File: src/rtl/fetch_unit.sv
// Instruction-fetch stage: owns the PC, fetches bytes over req/ack and hands them
// to the decoder over valid/ready, with jump/branch redirect.
module fetch_unit #(
  parameter int unsigned ADDR_W   = 6,
  parameter int unsigned DATA_W   = 8,
  parameter logic [ADDR_W-1:0] RESET_PC = '0
) (
  input  logic              clk,
  input  logic              rst,
  input  logic              en,
  output logic              mem_req,
  output logic [ADDR_W-1:0] mem_addr,
  input  logic              mem_ack,
  input  logic [DATA_W-1:0] mem_rdata,
  output logic [DATA_W-1:0] instr,
  output logic [ADDR_W-1:0] instr_pc,
  output logic              instr_valid,
  input  logic              instr_ready,
  input  logic              redirect,
  input  logic [ADDR_W-1:0] redirect_addr,
  output logic [ADDR_W-1:0] pc_out
);

  typedef enum logic [1:0] {
    S_IDLE  = 2'd0,
    S_REQ   = 2'd1,
    S_VALID = 2'd2
  } state_t;

  state_t            state;
  logic [ADDR_W-1:0] pc;

  assign mem_addr = pc;
  assign pc_out   = pc;

  // mem_req / instr_valid are kept as flops that always track the state encoding.
  always_ff @(posedge clk) begin
    if (rst) begin
      pc          <= RESET_PC;
      state       <= S_IDLE;
      instr       <= '0;
      instr_pc    <= '0;
      instr_valid <= 1'b0;
      mem_req     <= 1'b0;
    end else if (redirect) begin
      // Redirect wins over ack (byte dropped) and over a completing handshake.
      pc          <= redirect_addr;
      state       <= en ? S_REQ : S_IDLE;
      mem_req     <= en;
      instr_valid <= 1'b0;
    end else begin
      case (state)
        S_IDLE: begin
          if (en) begin
            state   <= S_REQ;
            mem_req <= 1'b1;
          end
        end
        S_REQ: begin
          if (mem_ack) begin
            instr       <= mem_rdata;
            instr_pc    <= pc;
            pc          <= pc + ADDR_W'(1);
            state       <= S_VALID;
            mem_req     <= 1'b0;
            instr_valid <= 1'b1;
          end
        end
        S_VALID: begin
          if (instr_ready) begin
            state       <= en ? S_REQ : S_IDLE;
            mem_req     <= en;
            instr_valid <= 1'b0;
          end
        end
        default: begin
          state       <= S_IDLE;
          mem_req     <= 1'b0;
          instr_valid <= 1'b0;
        end
      endcase
    end
  end

endmodule

File: config.mk
export PLATFORM = sky130hd
export DESIGN_NAME = fetch_unit
export DESIGN_NICKNAME = d
export VERILOG_FILES = /design/src/rtl/fetch_unit.sv
export SDC_FILE = /design/constraint.sdc
export NUM_CORES = 1
export LEC_CHECK = 0
export ABC_CLOCK_PERIOD_IN_PS = 1450
export CELL_PAD_IN_SITES_DETAIL_PLACEMENT = 0
export CELL_PAD_IN_SITES_GLOBAL_PLACEMENT = 1
export CORE_ASPECT_RATIO = 0.5
export CORE_MARGIN = 3
export CORE_UTILIZATION = 29
export DETAILED_ROUTE_END_ITERATION = 10
export PLACE_DENSITY_LB_ADDON = 0.15
export SLEW_MARGIN = 20
export SYNTH_ARGS = -nofsm -noshare
export SYNTH_HDL_FRONTEND = slang
export SYNTH_SLANG_ARGS = --single-unit
File: constraint.sdc
create_clock -name clk -period 1.45 [get_ports clk]
set_input_delay 0.29 -clock clk [delete_from_list [all_inputs] [get_ports clk]]
set_output_delay 0.29 -clock clk [all_outputs]
set_load 0.1 [all_outputs]
==> impl_metrics.toml <==
# physical design summary
[route]
detailed_routing_iterations_pass_1 = 4
antenna_left = 0
finalWirelength_um = 2920

[layout]
insertedDiodeCount = 0
nFillCells = 296
final_core_util_pct = 62.6
finalNetCount = 205

[logic_synthesis]
synth-async-reset-ratio_pct = 0
synthesis.area_per_instance_um2 = 8.37
netlist.top_cell.by_instances = "nand2_1"
synthTopCellsByArea = "dfxtp_1 45%, nand2_1 11%, a21oi_1 7.0%"
top_area_share_pct = 44.9
chip_area_in_the_yosys_report_um2 = 1070
postSynthCellCount = 128
ys_cells = 128

[flow_run]
cap_viol_max_count = 0
warnings = 27

[setup_path]
crit_arrival_ns = 1.52
crit_start = "state[0]"
critPathMaxFanout = 5
start_kind = "register"
worstSetupEndpointType = "register"
path_class = "reg2reg"

[placement]
dpl.cell_count = 227
detailedPlacementHpwl_um = 2270
placed_standard_cell_area_um2 = 1970

[timing]
period_utilization_pct = 92.9
final.min_clock_period_ns = 1.35
setup_total_negative_slack_ns = 0

[power]
seq_power_share_pct = 37.7
p_sw_w = 0.000629

[status]
run_status = "finished, final reports clean"

[global_route]
antenna_found_initial = 0
vias_in_the_first_global_route = 1038
overflow = 0

[floorplan]
core_util_floorplan_pct = 32.9
fp.dieH_um = 49.0

[clocking]
cts.clk_slew.worst_paths_ns = 0.08
cts.sinks = 24
postCtsSetupBuffers = 0
h-tree-depth = 1
[final cells by class]
cell class                 count  area, um^2  share of cell area, %
sequential                    24         503                   24.6
timing repair buffer          64         890                   43.6
clock buffer                   3        41.3                   2.02
inverter                       1        3.75                  0.184
multi-input combinational     90         513                   25.1
clock inverter                 1        30.0                   1.47
tap                           48        60.1                   2.94
[registers in the layout, summed over array words and instances, names as in the netlist]
signal and count:
state 2, mem_addr 6, instr_valid 1, instr_pc 6
mem_req 1, instr 8
[metrics by stage]
step / setup slack, ns / power (W)
floorplan: -0.0185 / 0.00110
global placement: -0.330 / 0.00137
detailed placement: -0.361 / 0.00138
CTS: 0.00859 / 0.00197
global route: 0.0394 / 0.00202
finish: 0.104 / 0.00194
[metal layers]
| layer | vias up | GRT usage (%) | wire [um] |
|---|---|---|---|
| met3 | 2 | 4.62 | 180 |
| met4 | 0 | 3.69 | 17 |
| met2 | 31 | 24.2 | 1430 |
| li1 | 553 | - | - |
| met1 | 505 | 16.3 | 1290 |
| met5 | - | 0 | 0 |
[power by group through the flow]
stage	Combinational, W	Clock, W	Sequential, W
4_1_cts	0.000631	0.000604	0.000733
2_1_floorplan	0.000195	0	0.000905
3_3_place_gp	0.000626	0	0.000747
3_5_place_dp	0.000630	0	0.000748
6_report	0.000625	0.000583	0.000732
5_1_grt	0.000653	0.000632	0.000737
[cell families (layout without fill, tap and decap cells)]
family | Yosys count | in the layout | synth area share (%)
fa+ha+maj | 1 | 1 | 1.17
buf+inv | 14 | 69 | 7.24
mux | 2 | 2 | 1.99
flops | 24 | 24 | 44.9
compound gates | 31 | 31 | 18.1
simple gates | 54 | 54 | 25.0
xor+xnor | 2 | 2 | 1.64
[final timing paths]
| check | end | slack, ns | cells after the start |
|---|---|---|---|
| min reg2reg | instr[6] | 0.49 | 2 |
| max | mem_addr[5] | 0.10 | 3 |
| min | instr[6] | 0.49 | 2 |
| max reg2reg | mem_addr[5] | 0.10 | 3 |
[placed cells by master (no fill, tap or decap), types with 2 or more instances in the layout]
master | netlist | layout
a311oi_1 | 3 | 3
xor2_1 | 2 | 2
nor2_1 | 9 | 9
nand2b_1 | 2 | 2
clkbuf_8 | 0 | 3
buf_12 | 0 | 29
dfxtp_1 | 24 | 16
or3_1 | 2 | 2
dfxtp_4 | 0 | 5
a21oi_1 | 15 | 15
buf_4 | 6 | 16
o21ai_0 | 3 | 3
nand2_1 | 30 | 30
dfxtp_2 | 0 | 3
a211oi_1 | 7 | 7
clkdlybuf4s50_1 | 0 | 18
nand3_1 | 3 | 3
[worst max-delay path, cell delays in order (launching register included)]
cell and delay, ns:
dfxtp_2 0.40, nand3b_4 0.11, or4_1 0.51, a311oi_1 0.25
[repair_timing]
action / in CTS / in global routing
setup endpoints to repair: 3 / 5
gates resized: 1 / 1
hold buffers: 0 / 0
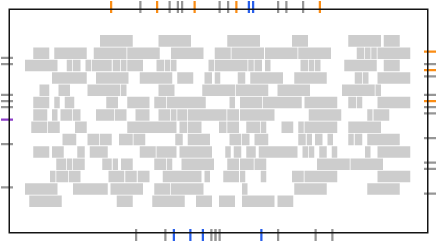
(I/O pins on the die edge)
Pins as bars across the die edge, other pins in gray.
- `instr_ready`: purple (pins 1; direction input; edge left)
- `instr`: orange (pins 8; direction output; edge 5 top, 3 right)
- `mem_addr`: blue (pins 6; direction output; edge 4 bottom, 2 top)

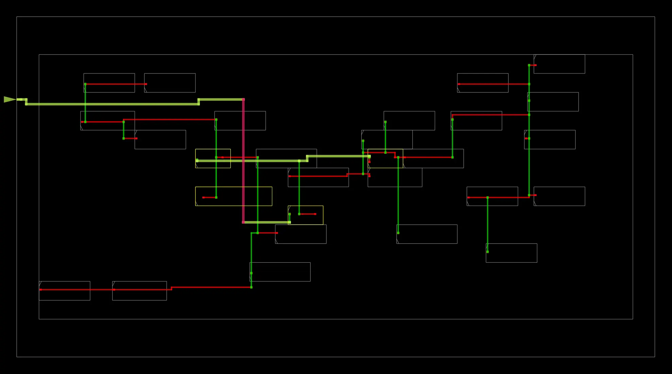
(clock routing)
Flops: 24
clk pwr: 0.000583 W
insertion delay at the late pin of the worst-skew pair: 0.27 ns
clock skew after layout: 0.00166 ns
count of clock-net buffers in the final layout: 3

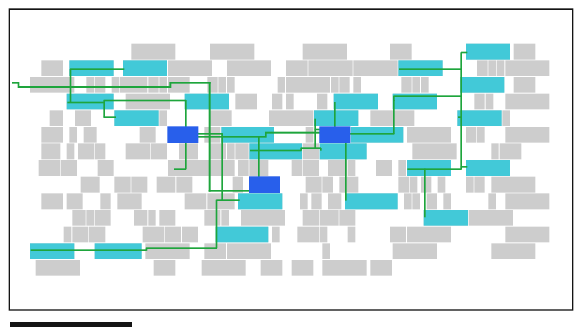
(clock network drawn from the DEF)
The bar under the picture is 20 um long.
- flip-flops: cyan (count 24)
- clock-net drivers: blue (count 3)
- clock wires: green (length 317 um)
- routed clock nets: 4
share of total power in the clock network: 30.0%

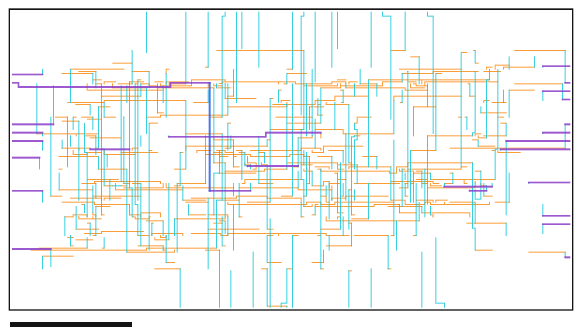
(wiring by layer)
The bar under the picture is 20 um long.
- M3: purple (wire length 181 um)
- M2: cyan (wire length 1430 um)
- M1: orange (wire length 1290 um)
- M4: blue (wire length 17.7 um)
global router's overall resource usage: 13.8%
via count: 1091
detailed-route wire length per cell: 12.6 um

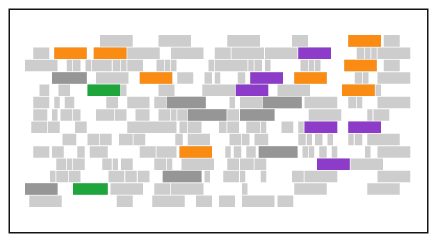
(register map, names as in the netlist)
Other sequential cells in the stronger gray, the rest of the logic in the fainter gray.
- `instr_pc`: purple (placed flops 6; where middle right)
- `state`: green (placed flops 2)
- `instr`: orange (placed flops 8)
Seq/total area: 24.6%
combined flip-flop and latch cell area: 503 um^2

Power is estimated from default activity; no workload was simulated.
